metal_density.png
Scale: 3 px per um. The die is cut into 18 by 18 equal tiles; dark purple is low, yellow is high, scaled to the fullest tile. Values are wire area over tile area, all layers added.
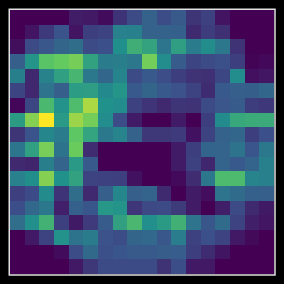
wires.png
Scale: 4 px per um. Only two layers are drawn.
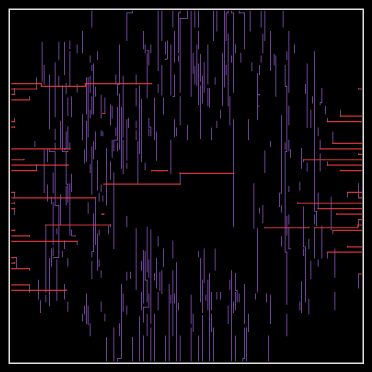
detail.png
Window x 29 to 59, y 29 to 59 um. Cells in grey, sequential cells in the stronger grey; small squares are vias.
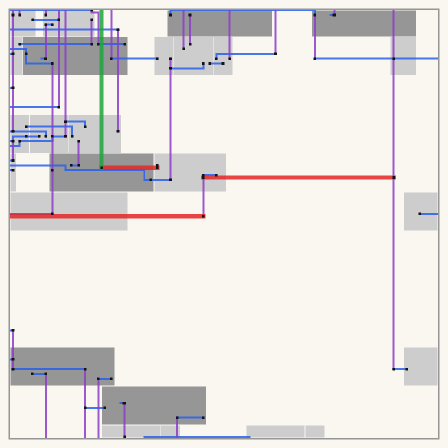
placement.png
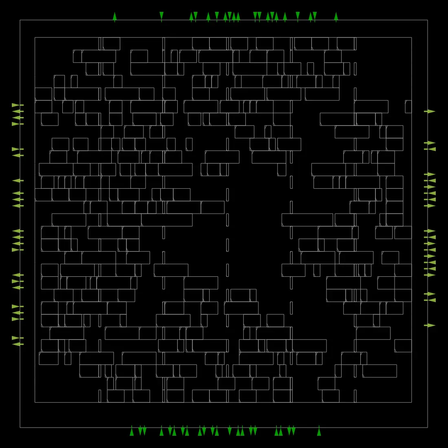
===== src/rtl/reg_dump_seq_if.sv =====
// Beat stream from the register-dump sequencer to its debug/trace sink.
interface reg_dump_seq_if;
    logic [31:0] dout;
    logic [4:0]  dout_addr;
    logic        dout_valid;
    logic        dout_ready;
    logic        dout_last;
    logic        dout_chk;

    modport master (
        output dout, dout_addr, dout_valid, dout_last, dout_chk,
        input  dout_ready
    );

    modport slave (
        input  dout, dout_addr, dout_valid, dout_last, dout_chk,
        output dout_ready
    );
endinterface


===== src/rtl/reg_dump_seq.sv =====
// Register-file debug dump sequencer: walks FIRST_REG..LAST_REG through one read port.
// Define REG_DUMP_CHECKSUM_EN to append a modulo-2^32 checksum beat after the data beats.
module reg_dump_seq #(
    parameter int FIRST_REG = 0,
    parameter int LAST_REG  = 31
) (
    input  logic               clk,
    input  logic               reset,
    input  logic               start,
    input  logic               abort,
    output logic [4:0]         rf_addr,
    input  logic [31:0]        rf_data,
    output logic               busy,
    output logic               done,
    reg_dump_seq_if.master     dump
);
    localparam logic [4:0] FIRST = 5'(FIRST_REG);
    localparam logic [4:0] LAST  = 5'(LAST_REG);

    typedef enum logic [1:0] {IDLE, READ, SEND, DONE} state_t;

    state_t      state, state_nxt;
    logic [4:0]  ptr;
    logic [31:0] data_q;
    logic [4:0]  addr_q;
    logic        last_q;
    logic        hs;
    logic        at_last;

`ifdef REG_DUMP_CHECKSUM_EN
    logic        chk_q;
    logic [31:0] sum;
`endif

    assign hs      = (state == SEND) && dump.dout_ready;
    assign at_last = (ptr == LAST);

    always_ff @(posedge clk) begin
        if (!reset) state <= IDLE;
        else        state <= state_nxt;
    end

    always_comb begin
        state_nxt = state;
        case (state)
            IDLE: if (start) state_nxt = READ;
            READ: state_nxt = SEND;
            SEND: if (hs) begin
                if (!at_last) state_nxt = READ;
`ifdef REG_DUMP_CHECKSUM_EN
                else if (!chk_q) state_nxt = SEND;
`endif
                else state_nxt = DONE;
            end
            DONE: state_nxt = IDLE;
            default: state_nxt = IDLE;
        endcase
        if (abort && state != IDLE) state_nxt = IDLE;
    end

    // ptr only moves on entry to READ, so rf_addr naturally holds between reads
    always_ff @(posedge clk) begin
        if (!reset) begin
            ptr    <= FIRST;
            data_q <= '0;
            addr_q <= '0;
            last_q <= 1'b0;
`ifdef REG_DUMP_CHECKSUM_EN
            chk_q  <= 1'b0;
            sum    <= '0;
`endif
        end else begin
            case (state)
                IDLE: if (start) begin
                    ptr    <= FIRST;
                    last_q <= 1'b0;
`ifdef REG_DUMP_CHECKSUM_EN
                    chk_q  <= 1'b0;
                    sum    <= '0;
`endif
                end
                READ: if (!abort) begin
                    data_q <= rf_data;
                    addr_q <= ptr;
`ifdef REG_DUMP_CHECKSUM_EN
                    last_q <= 1'b0;
                    chk_q  <= 1'b0;
                    sum    <= sum + rf_data;
`else
                    last_q <= at_last;
`endif
                end
                SEND: if (hs && !abort) begin
                    if (!at_last) begin
                        ptr <= ptr + 5'd1;
                    end
`ifdef REG_DUMP_CHECKSUM_EN
                    // checksum beat reuses SEND; READ is skipped
                    else if (!chk_q) begin
                        data_q <= sum;
                        addr_q <= '0;
                        last_q <= 1'b1;
                        chk_q  <= 1'b1;
                    end
`endif
                end
                default: ;
            endcase
        end
    end

    assign rf_addr         = ptr;
    assign busy            = (state != IDLE);
    assign done            = (state == DONE);
    assign dump.dout_valid = (state == SEND);
    assign dump.dout       = data_q;
    assign dump.dout_addr  = addr_q;
    assign dump.dout_last  = last_q;
`ifdef REG_DUMP_CHECKSUM_EN
    assign dump.dout_chk   = chk_q;
`else
    assign dump.dout_chk   = 1'b0;
`endif
endmodule

===== src/flat_wrapper.sv =====
// flat-port wrapper written by rule: the top's interface ports become plain ports
module reg_dump_seq_flat 
#(
    parameter int FIRST_REG = 0,
    parameter int LAST_REG  = 31
)
  (clk, reset, start, abort, rf_addr, rf_data, busy, done, dump_dout, dump_dout_addr, dump_dout_valid, dump_dout_last, dump_dout_chk, dump_dout_ready);
  reg_dump_seq_if dump_i ();
  input  logic clk;
  input  logic reset;
  input  logic start;
  input  logic abort;
  output logic [4:0] rf_addr;
  input  logic [31:0] rf_data;
  output logic busy;
  output logic done;
  output wire logic [$bits(dump_i.dout)-1:0] dump_dout;
  output wire logic [$bits(dump_i.dout_addr)-1:0] dump_dout_addr;
  output wire logic [$bits(dump_i.dout_valid)-1:0] dump_dout_valid;
  output wire logic [$bits(dump_i.dout_last)-1:0] dump_dout_last;
  output wire logic [$bits(dump_i.dout_chk)-1:0] dump_dout_chk;
  input wire logic [$bits(dump_i.dout_ready)-1:0] dump_dout_ready;
  assign dump_dout = dump_i.dout;
  assign dump_dout_addr = dump_i.dout_addr;
  assign dump_dout_valid = dump_i.dout_valid;
  assign dump_dout_last = dump_i.dout_last;
  assign dump_dout_chk = dump_i.dout_chk;
  assign dump_i.dout_ready = dump_dout_ready;
  reg_dump_seq #(.FIRST_REG(FIRST_REG), .LAST_REG(LAST_REG)) u_core (.clk(clk), .reset(reset), .start(start), .abort(abort), .rf_addr(rf_addr), .rf_data(rf_data), .busy(busy), .done(done), .dump(dump_i));
endmodule

===== config.mk =====
export PLATFORM = sky130hd
export DESIGN_NAME = reg_dump_seq_flat
export DESIGN_NICKNAME = d
export VERILOG_FILES = /design/src/rtl/reg_dump_seq_if.sv /design/src/rtl/reg_dump_seq.sv /design/src/flat_wrapper.sv
export SDC_FILE = /design/constraint.sdc
export NUM_CORES = 1
export LEC_CHECK = 0
export CORE_MARGIN = 3
export CORE_UTILIZATION = 30
export DETAILED_ROUTE_END_ITERATION = 16
export PLACE_DENSITY = 0.61
export SLEW_MARGIN = 20
export SYNTH_ARGS = -nofsm -noshare
export SYNTH_HDL_FRONTEND = slang
export SYNTH_SLANG_ARGS = --single-unit

===== constraint.sdc =====
create_clock -name clk -period 1.9 [get_ports clk]
set_input_delay 0.19 -clock clk [delete_from_list [all_inputs] [get_ports clk]]
set_output_delay 0.19 -clock clk [all_outputs]
set_load 0.01 [all_outputs]

==> changes_impl.md <==
### Changed

* Clk buf depth at 2
* Worst hold path startpoint: rf_data[27]
* Dpl ws at 0.168 ns
* Outcome: complete, no violations
* Cell taking the most area after synthesis: dfxtp_1
* Net load switching power at 449 uW
* CP Depth at 3
* Synth area leaders: dfxtp_1 45%, a21boi_2 17%, nand2_1 14%, buf_6 4.5%, a21boi_0 3.0%
* Dominant cell area share at 0.446
* Logic cell area at 997 um^2
* Final Net Count at 337
* Area fraction in mux cells at 0.0248
* Post-synth EDFFs at 0
* GR Layer Usage met3 at 0.0405
* Yosys stat area at 0.00202 mm^2
* Vias per inst at 4.45
* Hold Slack at 0.439 ns
* Logic pwr share at 0.130
* H-tree Lvls at 2
* # diodes at 0
* Peak supply drop at 393 uV
* Area growth from synthesis to layout at 49.4%
* Most common library cells after synthesis: 75 x nand2_1, 45 x dfxtp_1, 30 x a21boi_2, 8 x a21boi_0, 8 x buf_6
* Post-CTS Setup Bufs at 0
* Inserted Clock Buffers at 5
* LEAKAGE at 1.03 nW
* Vias in the first global route at 1733
* FF-to-FF path depth at 6
* Int Pwr at 1.66 mW
* Most numerous logic cells after layout: 82 x clkdlybuf4s50_1, 75 x nand2_1, 45 x dfxtp_1
* DR WL/cell at 12.4 um
* Post-CTS Resized at 0
* Buf+Inv Stages, Crit Path at 2
* Fin area at 0.00302 mm^2
* Vias post-DR at 1673
* Port Buffer Count at 82
* Aoi share at 0.217
* Flip-flop and latch area at 901 um^2
* RSZ-0062 raised after global routing: no
* Critical path's largest stage delay at 0.48 ns
* YS warnings at 0
* Clk ins delay skew pair at 0.29 ns
* RD Place Congestion at 0.725
* Worst Hold Depth at 3
* Hold_buf cts at 0
* Max Fclk at 0.552 GHz
* Max cap viols at 0
* Yosys simple share at 0.236
* Synth Area in Adders at 0.0124
* CTS root buffer: clkbuf_8
* Final Hold Fails at 0
* Clock Skew at 0.00518 ns
* R2R Setup Slk at 0.16 ns
* Die height at 88.1 um
* Routed wl met2 at 2180 um
* Synth Flop Type: dfxtp_1
* Synthesized area at 0.00202 mm^2
About metal_density.png:
tiles over half the peak: 14%
mean over tiles: 0.097
fullest tile: 0.36
nearly empty tiles: 15%

About wires.png:
legend:
  metal 3:
    colour: red
    wire_length: 350 um
  metal 2:
    colour: purple
    wire_length: 2180 um

About detail.png:
legend:
  metal 3:
    colour: red
  metal 4:
    colour: green
  metal 2:
    colour: purple
  metal 1:
    colour: blue
cells with their middle in the window: 17
netlist names of flops here include: u_core.dump.dout (3), u_core.rf_addr (2)
sequential cells in the window: 6
most frequent: dfxtp_1 (6)

About placement.png:
Final Util: 0.470
Filler cells: 624
Seq Cell Count: 45
Well Taps: 77

[power groups by stage]
stage | Combinational (mW) | Clock (mW) | Sequential [mW]
2_1_floorplan | 0.123 | 0 | 1.01
3_3_place_gp | 0.276 | 0 | 1.01
3_5_place_dp | 0.276 | 0 | 1.01
4_1_cts | 0.278 | 0.892 | 0.984
5_1_grt | 0.297 | 0.922 | 0.988
6_report | 0.273 | 0.849 | 0.983
[flip-flops by register name (all words and copies together) (netlist names)]
register / count
u_core.dump.dout_last: 1
u_core.state: 2
u_core.dump.dout: 32
u_core.rf_addr: 5
u_core.dump.dout_addr: 5
[layout make-up]
class | count | share of cell area
Clock buffer | 5 | 0.0228
Clock inverter | 3 | 0.0215
Multi-Input combinational cell | 156 | 0.330
Sequential cell | 45 | 0.298
Tap cell | 77 | 0.0319
Timing Repair Buffer | 90 | 0.296
No activity file was given, so power comes from the tool's default toggle rates.
